## config.mk

```make
export PLATFORM = sky130hd
export DESIGN_NAME = ldmac_feeder
export DESIGN_NICKNAME = d
export VERILOG_FILES = /design/src/rtl/ldmac_pkg.sv /design/src/rtl/ldmac_msg_fifo.sv /design/src/rtl/ldmac_feeder.sv
export SDC_FILE = /design/constraint.sdc
export NUM_CORES = 1
export LEC_CHECK = 0
export ABC_CLOCK_PERIOD_IN_PS = 7800
export CORE_MARGIN = 3
export CORE_UTILIZATION = 65
export DETAILED_ROUTE_END_ITERATION = 8
export GPL_TIMING_DRIVEN = 0
export PLACE_DENSITY = 0.89
export SYNTH_ARGS = -nofsm -noshare
export SYNTH_HDL_FRONTEND = slang
export SYNTH_HIERARCHICAL = 1
export SYNTH_SLANG_ARGS = --single-unit
```

## constraint.sdc

```tcl
create_clock -name clk -period 7.8 [get_ports clk]
set_input_delay 1.95 -clock clk [delete_from_list [all_inputs] [get_ports clk]]
set_output_delay 1.95 -clock clk [all_outputs]
set_load 0.005 [all_outputs]
```

## src/rtl/ldmac_pkg.sv

```systemverilog
// rtl/ldmac_pkg.sv - shared defaults and FSM state encoding for the LDMAC feeder
//
// Contents:
//   DEF_WORD_W     default datapath word width (din/key/message)
//   DEF_KEY_WORDS  default key length in words
//   DEF_FIFO_DEPTH default message FIFO depth in words
//   state_t        feeder session state {IDLE, START, RUN}
package ldmac_pkg;

    localparam int DEF_WORD_W     = 64;
    localparam int DEF_KEY_WORDS  = 2;
    localparam int DEF_FIFO_DEPTH = 16;

    typedef enum logic [1:0] {
        IDLE  = 2'd0,
        START = 2'd1,
        RUN   = 2'd2
    } state_t;

endpackage

```

## src/rtl/ldmac_msg_fifo.sv

```systemverilog
// rtl/ldmac_msg_fifo.sv - synchronous message-word FIFO with show-ahead read data
//
// Ports:
//   clk        clock, rising edge
//   rst        asynchronous active-low reset; flushes the FIFO
//   push       write push_data (taken when not full, or when full with a pop)
//   push_data  word to store
//   pop        consume the head word (ignored when empty)
//   rdata      head word, valid in the same cycle as pop
//   full       DEPTH words stored
//   empty      no words stored
module ldmac_msg_fifo #(
    parameter int WORD_W = 64,
    parameter int DEPTH  = 16
) (
    input  logic              clk,
    input  logic              rst,
    input  logic              push,
    input  logic [WORD_W-1:0] push_data,
    input  logic              pop,
    output logic [WORD_W-1:0] rdata,
    output logic              full,
    output logic              empty
);

    localparam int AW = $clog2(DEPTH);

    logic [WORD_W-1:0] mem [DEPTH];
    logic [AW-1:0]     wptr;
    logic [AW-1:0]     rptr;
    logic [AW:0]       count;
    logic              do_push;
    logic              do_pop;

    assign full    = (count == (AW+1)'(DEPTH));
    assign empty   = (count == '0);
    assign do_pop  = pop && !empty;
    // A pop frees the head slot this cycle, so a full FIFO can still take a word.
    assign do_push = push && (!full || do_pop);
    assign rdata   = mem[rptr];

    always_ff @(posedge clk or negedge rst) begin
        if (!rst) begin
            wptr  <= '0;
            rptr  <= '0;
            count <= '0;
        end else begin
            if (do_push) wptr <= wptr + 1'b1;
            if (do_pop)  rptr <= rptr + 1'b1;
            if (do_push && !do_pop)
                count <= count + 1'b1;
            else if (do_pop && !do_push)
                count <= count - 1'b1;
        end
    end

    // Storage needs no reset: the pointers alone define what is valid.
    always_ff @(posedge clk) begin
        if (do_push) mem[wptr] <= push_data;
    end

endmodule

```

## src/rtl/ldmac_feeder.sv

```systemverilog
// rtl/ldmac_feeder.sv - LDMAC upstream stage: key store, message FIFO, session FSM
//
// Optional feature macro: LDMAC_FEED_UNDERFLOW_EN (sticky underflow flag; tied 0 when undefined)
//
// Ports:
//   clk, rst            clock; asynchronous active-low reset
//   key_we/idx/data     key word write, accepted in IDLE only
//   cmd_valid/rekey     session start request; cmd_ready = accepted this cycle
//   msg_valid/data      message word stream into the FIFO; msg_ready = FIFO can take it
//   load_k/load_m       core requests for next key/message word (served in RUN only)
//   done                core session complete (honoured in RUN only)
//   load_s1/load_s2     one-cycle start strobes (rekey / message-only session)
//   din                 registered word to the core, 1-cycle request latency
//   busy                session in progress
//   underflow           sticky message-underflow flag
module ldmac_feeder
    import ldmac_pkg::*;
#(
    parameter int WORD_W     = ldmac_pkg::DEF_WORD_W,
    parameter int KEY_WORDS  = ldmac_pkg::DEF_KEY_WORDS,
    parameter int FIFO_DEPTH = ldmac_pkg::DEF_FIFO_DEPTH
) (
    input  logic                         clk,
    input  logic                         rst,
    input  logic                         key_we,
    input  logic [$clog2(KEY_WORDS)-1:0] key_idx,
    input  logic [WORD_W-1:0]            key_data,
    input  logic                         cmd_valid,
    input  logic                         cmd_rekey,
    output logic                         cmd_ready,
    input  logic                         msg_valid,
    input  logic [WORD_W-1:0]            msg_data,
    output logic                         msg_ready,
    input  logic                         load_k,
    input  logic                         load_m,
    input  logic                         done,
    output logic                         load_s1,
    output logic                         load_s2,
    output logic [WORD_W-1:0]            din,
    output logic                         busy,
    output logic                         underflow
);

    localparam int KIW = $clog2(KEY_WORDS);

    state_t            state;
    logic [WORD_W-1:0] key [KEY_WORDS];
    logic [KIW-1:0]    kptr;

    logic              cmd_accept;
    logic              fifo_pop;
    logic              fifo_push;
    logic              fifo_full;
    logic              fifo_empty;
    logic [WORD_W-1:0] fifo_rdata;

    assign cmd_accept = (state == IDLE) && cmd_valid;
    // Gated with rst so every output reads 0 while reset is held.
    assign cmd_ready  = rst && cmd_accept;
    assign busy       = (state != IDLE);

    // A simultaneous load_k wins the cycle, so the FIFO is left untouched.
    assign fifo_pop   = (state == RUN) && load_m && !load_k && !fifo_empty;
    assign msg_ready  = rst && (!fifo_full || fifo_pop);
    assign fifo_push  = msg_valid && msg_ready;

    ldmac_msg_fifo #(
        .WORD_W (WORD_W),
        .DEPTH  (FIFO_DEPTH)
    ) u_fifo (
        .clk       (clk),
        .rst       (rst),
        .push      (fifo_push),
        .push_data (msg_data),
        .pop       (fifo_pop),
        .rdata     (fifo_rdata),
        .full      (fifo_full),
        .empty     (fifo_empty)
    );

    always_ff @(posedge clk or negedge rst) begin
        if (!rst) begin
            state   <= IDLE;
            load_s1 <= 1'b0;
            load_s2 <= 1'b0;
            din     <= '0;
            kptr    <= '0;
            for (int i = 0; i < KEY_WORDS; i++) key[i] <= '0;
        end else begin
            case (state)
                IDLE: begin
                    // Write and accept in one cycle both land; the key is read only in RUN.
                    if (key_we) key[key_idx] <= key_data;
                    if (cmd_valid) begin
                        load_s1 <= cmd_rekey;
                        load_s2 <= !cmd_rekey;
                        state   <= START;
                    end
                end
                START: begin
                    load_s1 <= 1'b0;
                    load_s2 <= 1'b0;
                    state   <= RUN;
                end
                RUN: begin
                    if (load_k) begin
                        din  <= key[kptr];
                        kptr <= (kptr == KIW'(KEY_WORDS - 1)) ? '0 : kptr + 1'b1;
                    end else if (load_m) begin
                        din <= fifo_empty ? '0 : fifo_rdata;
                    end
                    // Placed last so the session-end rewind overrides any advance above.
                    if (done) begin
                        state <= IDLE;
                        kptr  <= '0;
                    end
                end
                default: state <= IDLE;
            endcase
        end
    end

`ifdef LDMAC_FEED_UNDERFLOW_EN
    logic uf_event;
    assign uf_event = (state == RUN) && load_m && (load_k || fifo_empty);

    always_ff @(posedge clk or negedge rst) begin
        if (!rst)
            underflow <= 1'b0;
        else if (cmd_accept)
            underflow <= 1'b0;
        else if (uf_event)
            underflow <= 1'b1;
    end
`else
    assign underflow = 1'b0;
`endif

endmodule

```

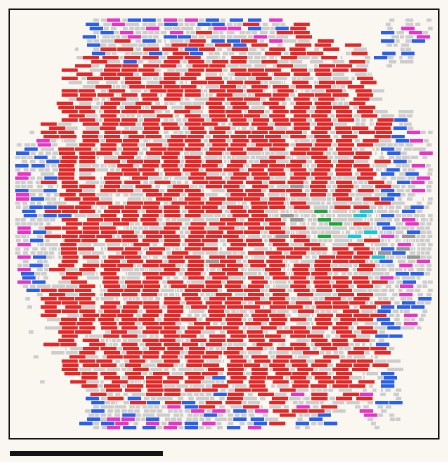
*Register map, names as in the netlist*
Scale bar: 100 um. Other sequential cells in the stronger gray, the rest of the logic in the fainter gray.
legend:
  blue:
    signal: key
    placed_flops: 128
    where: widely spread
  green:
    signal: u_fifo/wptr
    placed_flops: 4
    where: east
  red:
    signal: u_fifo/mem
    placed_flops: 1024
  cyan:
    signal: u_fifo/count
    placed_flops: 5
    where: east
  magenta:
    signal: din
    placed_flops: 64
    where: widely spread
not colored: 9
Storage cell area: 36000 um2
sequential share of cell area: 63.91%
sequential power: 8.41 mW

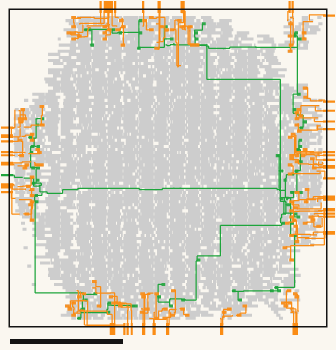
*Port wiring*
Scale bar: 100 um.
legend:
  orange:
    port: key_data
    direction: input
    edge: 20 east, 17 south, 15 north, 12 west
    end_cells: 128
    buffers: 64
    wire: 2760 um
  green:
    port: load_k
    direction: input
    edge: west
    end_cells: 69
    buffers: 8
    wire: 1780 um

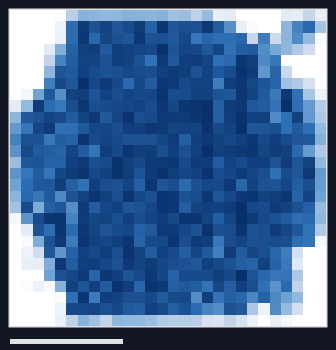
*Placement density heat map*
Scale bar: 100 um. The die is cut into 28 by 28 equal tiles; white is low, dark blue is high, 0 to 100% covered.
tiles over 75% full: 67%
nearly empty tiles: 9.9%
mean over tiles: 70%
fullest tile: 100%
densest ninth of the die: center
Finished Core Util: 76.44%
Core ar.: 73700 um2
fp util: 66.23%

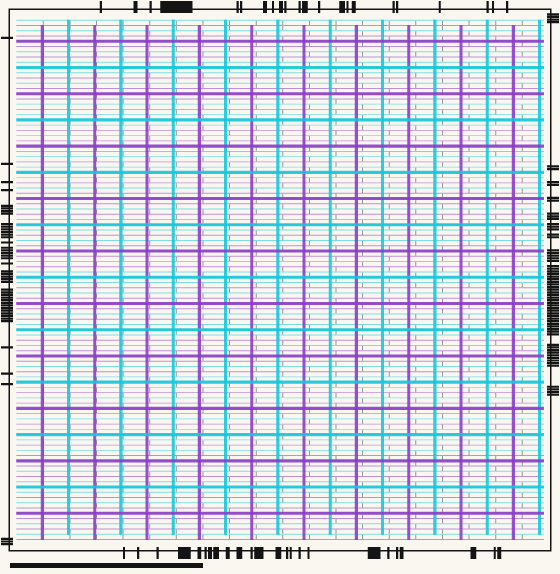
*Supply network*
Scale bar: 100 um. Pins as bars on the die edge. Tap cells in gray.
legend:
  cyan:
    net: VDD
  purple:
    net: VSS
rows: 99
tap cells: 959
met1 rails: 100
met4 straps: 20

==> impl_metrics.csv <==
group,metric,value,unit
clocking,cts_tree,"done",
critical_path,crit_type,"input port to output port",
pwr,ir_drop,0.2626,mV
clocking,cts_resized,0,
final_timing,finalClockPeriodUsage,81.52,%
clocking,clk_latency,0.69,ns
synth,ys_seq_share,73.76,%
global_routing,track_usage,32.88,%
synth,xor_share,0.1794,%
critical_path,end_kind,"output port",
synth,top_cells_by_area,"edfxtp_1, dfrtp_1, mux4_2",
synth,netlist.area_leader.share,63.00,%
global_routing,globalRouteMet3Util,8.720,%
synth,syn_nets,2664,
synth,avgSynthCellArea,19.40,um2
clocking,cts_max_level,3,
run,cap_violations,0,
place,gp_congestion,0.7864,
synth,ys_area,48810,um2
synth,yosys.cell_types.count,49,
final_timing,worstMarginPinSlew,1.229,ns
critical_path,slowest_stage,"nor2_4",
floorplanning,die_y,280.0,um
synth,mux_share,17.44,%
floorplanning,rows,99,
route,ant_nets,0,
global_routing,grt_pass1_wl,188500,um
final_timing,setup-violations-final,0,
global_routing,top_usage_layer,"met2",
route,vias,27890,
clocking,cts_setup_buffers,0,
critical_path,worst_path_largest_cell_delay,0.73,ns
critical_path,cpMostUsedCell,"buf_2",
synth,ff_type,"edfxtp_1",
final_timing,hold_viol_final,0,
synth,ys_top_logic_family,"multiplexers",
final_timing,tns,0,ns
synth,async_reset_ff_share,17.02,%
critical_path,cp.arrival,4.41,ns
synth,synth-edff-count,1024,
critical_path,start_kind,"input port",
synth,ys_sh_adder,0.2717,%
global_routing,overflow,0,
clocking,holdBufCountCts,0,
final_layout,drive_gt1_share,22.00,%
route,wl_per_cell,32.60,um
route,drc,0,
critical_path,path_buffers,3,
critical_path,required,5.85,ns
global_routing,grt_max_degree,117,
run,tool_warnings,33,
final_timing,fin_crit,6.358,ns
synth,synth_flops,1234,
route,vias_per_cell,7.119,
route,totalWireLength,127700,um
final_timing,max_freq,157.3,MHz
final_layout,n_fill_cell,3523,
synth,simple_gate_area_share,1.233,%
critical_path,worst_path_dominant_cell_family,"buffers and inverters",
final_layout,fin_nets,3001,
clocking,root_buffer,"clkbuf_16",
route,first_iter_violations,3520,
clocking,cts_made_buffers,114,
place,dp_hpwl,74840,um
outcome,status,"complete, no violations",
critical_path,worstPathMaxFanout,10,
worst_hold_path,hold_class,"register to register",
floorplanning,pin_count,208,
pwr,powerDensity,351.1,nW/um2
global_routing,met1_usage,41.60,%
synth,ys_cells,2516,
synth,synth_area_leader_cell,"edfxtp_1",
global_routing,grt_pass1_vias,29610,
synth,yosysWarnings,6,
final_timing,drv_slew,0,
global_routing,grtUsageMet2,53.28,%
clocking,clk_pin_slew,0.06,ns
synth,netlist_area,48810,um2
synth,ys_sh_aoi,5.319,%
clocking,clk_path_buf_depth,3,
final_layout,area_growth,15.42,%
floorplanning,dieArea,78420,um2
critical_path,cp_cell_sequence,"buf_2 -> nor2_4 -> buf_2 -> nand4b_1 -> a21boi_1 -> clkdlybuf4s50_1",
pwr,leakage,19.62,nW
final_timing,holdWs,0.4960,ns
final_timing,rsz0062_at_grt,"false",
place,io_buffer_count,205,
global_routing,antenna_found_initial,8,
floorplanning,die_w,280.0,um
synth,netlist_instances,2516,
route,first_pass_iters,6,
final_timing,slew_headroom,18.09,%
final_timing,fin_skew,0.02100,ns
clocking,clock_sinks,1234,
==> cell families after synthesis <==
family,Yosys count
other,1
buffers and inverters,160
and+or+nand+nor,123
AOI/OAI and AO/OA,337
xor gates and xnor gates,10
adders and majority gates,10
DFF,1234
muxes,641
==> flip-flops by register name, indices dropped and copies added, names as in the netlist <==
signal        flops
u_fifo/wptr       4
u_fifo/mem     1024
u_fifo/count      5
key             128
state             2
load_s2           1
kptr              1
load_s1           1
u_fifo/rptr       4
din              64
==> through the flow <==
step           power (mW)  setup slack [ns]  area [um2]  instances
2_1_floorplan       12.07             2.532       48810       2516
3_3_place_gp        13.68            -6.546       52060       3680
3_5_place_dp        14.06             1.599       52550       3696
4_1_cts             19.72             1.562       56330       3914
5_1_grt             20.36             1.448       56330       3915
6_report            19.78             1.442       56340       3918
==> cell usage in the layout (no fill, tap or decap), types with 18 or more instances in the layout <==
cell / n
a221oi_1: 128
a22o_1: 63
a22oi_1: 64
buf_2: 29
buf_4: 29
clkbuf_1: 97
clkbuf_16: 115
clkbuf_8: 19
clkdlybuf4s50_1: 204
clkinv_2: 18
dfrtp_1: 210
edfxtp_1: 1024
mux2_1: 25
mux2_2: 185
mux2_4: 46
mux2i_1: 257
mux4_2: 128
nand2_1: 78
o21ai_0: 71
==> synthesized netlist by cell type, drive strengths merged (2+ instances only) <==
library cell / number
a22oi: 64
xnor2: 9
nor3b: 4
and2: 17
buf: 80
dfrtp: 210
a21oi: 4
edfxtp: 1024
mux4: 128
inv: 11
nor2b: 2
nor3: 2
nand2: 78
mux2i: 257
and3: 3
a221oi: 128
a22o: 63
clkbuf: 69
ha: 9
o21ai: 71
mux2: 256
a21o: 2
nor2: 10
==> power by group <==
| part | internal, mW | switching, mW | total (mW) |
|---|---|---|---|
| clock | 3.15 | 2.44 | 5.58 |
| sequential | 7.99 | 0.422 | 8.41 |
| combinational | 2.74 | 3.04 | 5.79 |
| total | 13.9 | 5.90 | 19.8 |
==> per-layer routing <==
layer	wire, um	share of wire (%)	vias to the layer above
li1	-	-	10930
met1	42950	34	14090
met2	62220	49	2341
met3	15710	12	517
met4	6771	5.3	10
met5	74	0.058	-
==> layout make-up <==
class / count / area, um2 / area share (%)
well taps: 959 / 1200 / 2.130
repair buffers: 221 / 2497 / 4.433
clock inverters: 56 / 536.8 / 0.9528
plain buffers: 149 / 832.0 / 1.477
clock buffers: 162 / 3244 / 5.759
flip-flops and latches: 1234 / 36000 / 63.91
multi-input cells: 1122 / 11970 / 21.25
diodes: 4 / 10.01 / 0.01777
inverters: 11 / 41.29 / 0.07329
==> final timing paths <==
path	from	to	slack (ns)	cells after the start
min in group asynchronous	rst	din[55]$_DFFE_PN0P_	1.31	1
min reg2reg	key[97]$_DFFE_PN0P_	key[97]$_DFFE_PN0P_	0.50	1
max reg2reg	u_fifo/count[0]$_DFFE_PN0P_	u_fifo/count[4]$_DFFE_PN0P_	3.14	15
max	load_k	msg_ready	1.44	6
min	key[97]$_DFFE_PN0P_	key[97]$_DFFE_PN0P_	0.50	1
max in group asynchronous	rst	key[26]$_DFFE_PN0P_	5.40	2
Power and IR drop assume default switching activity.
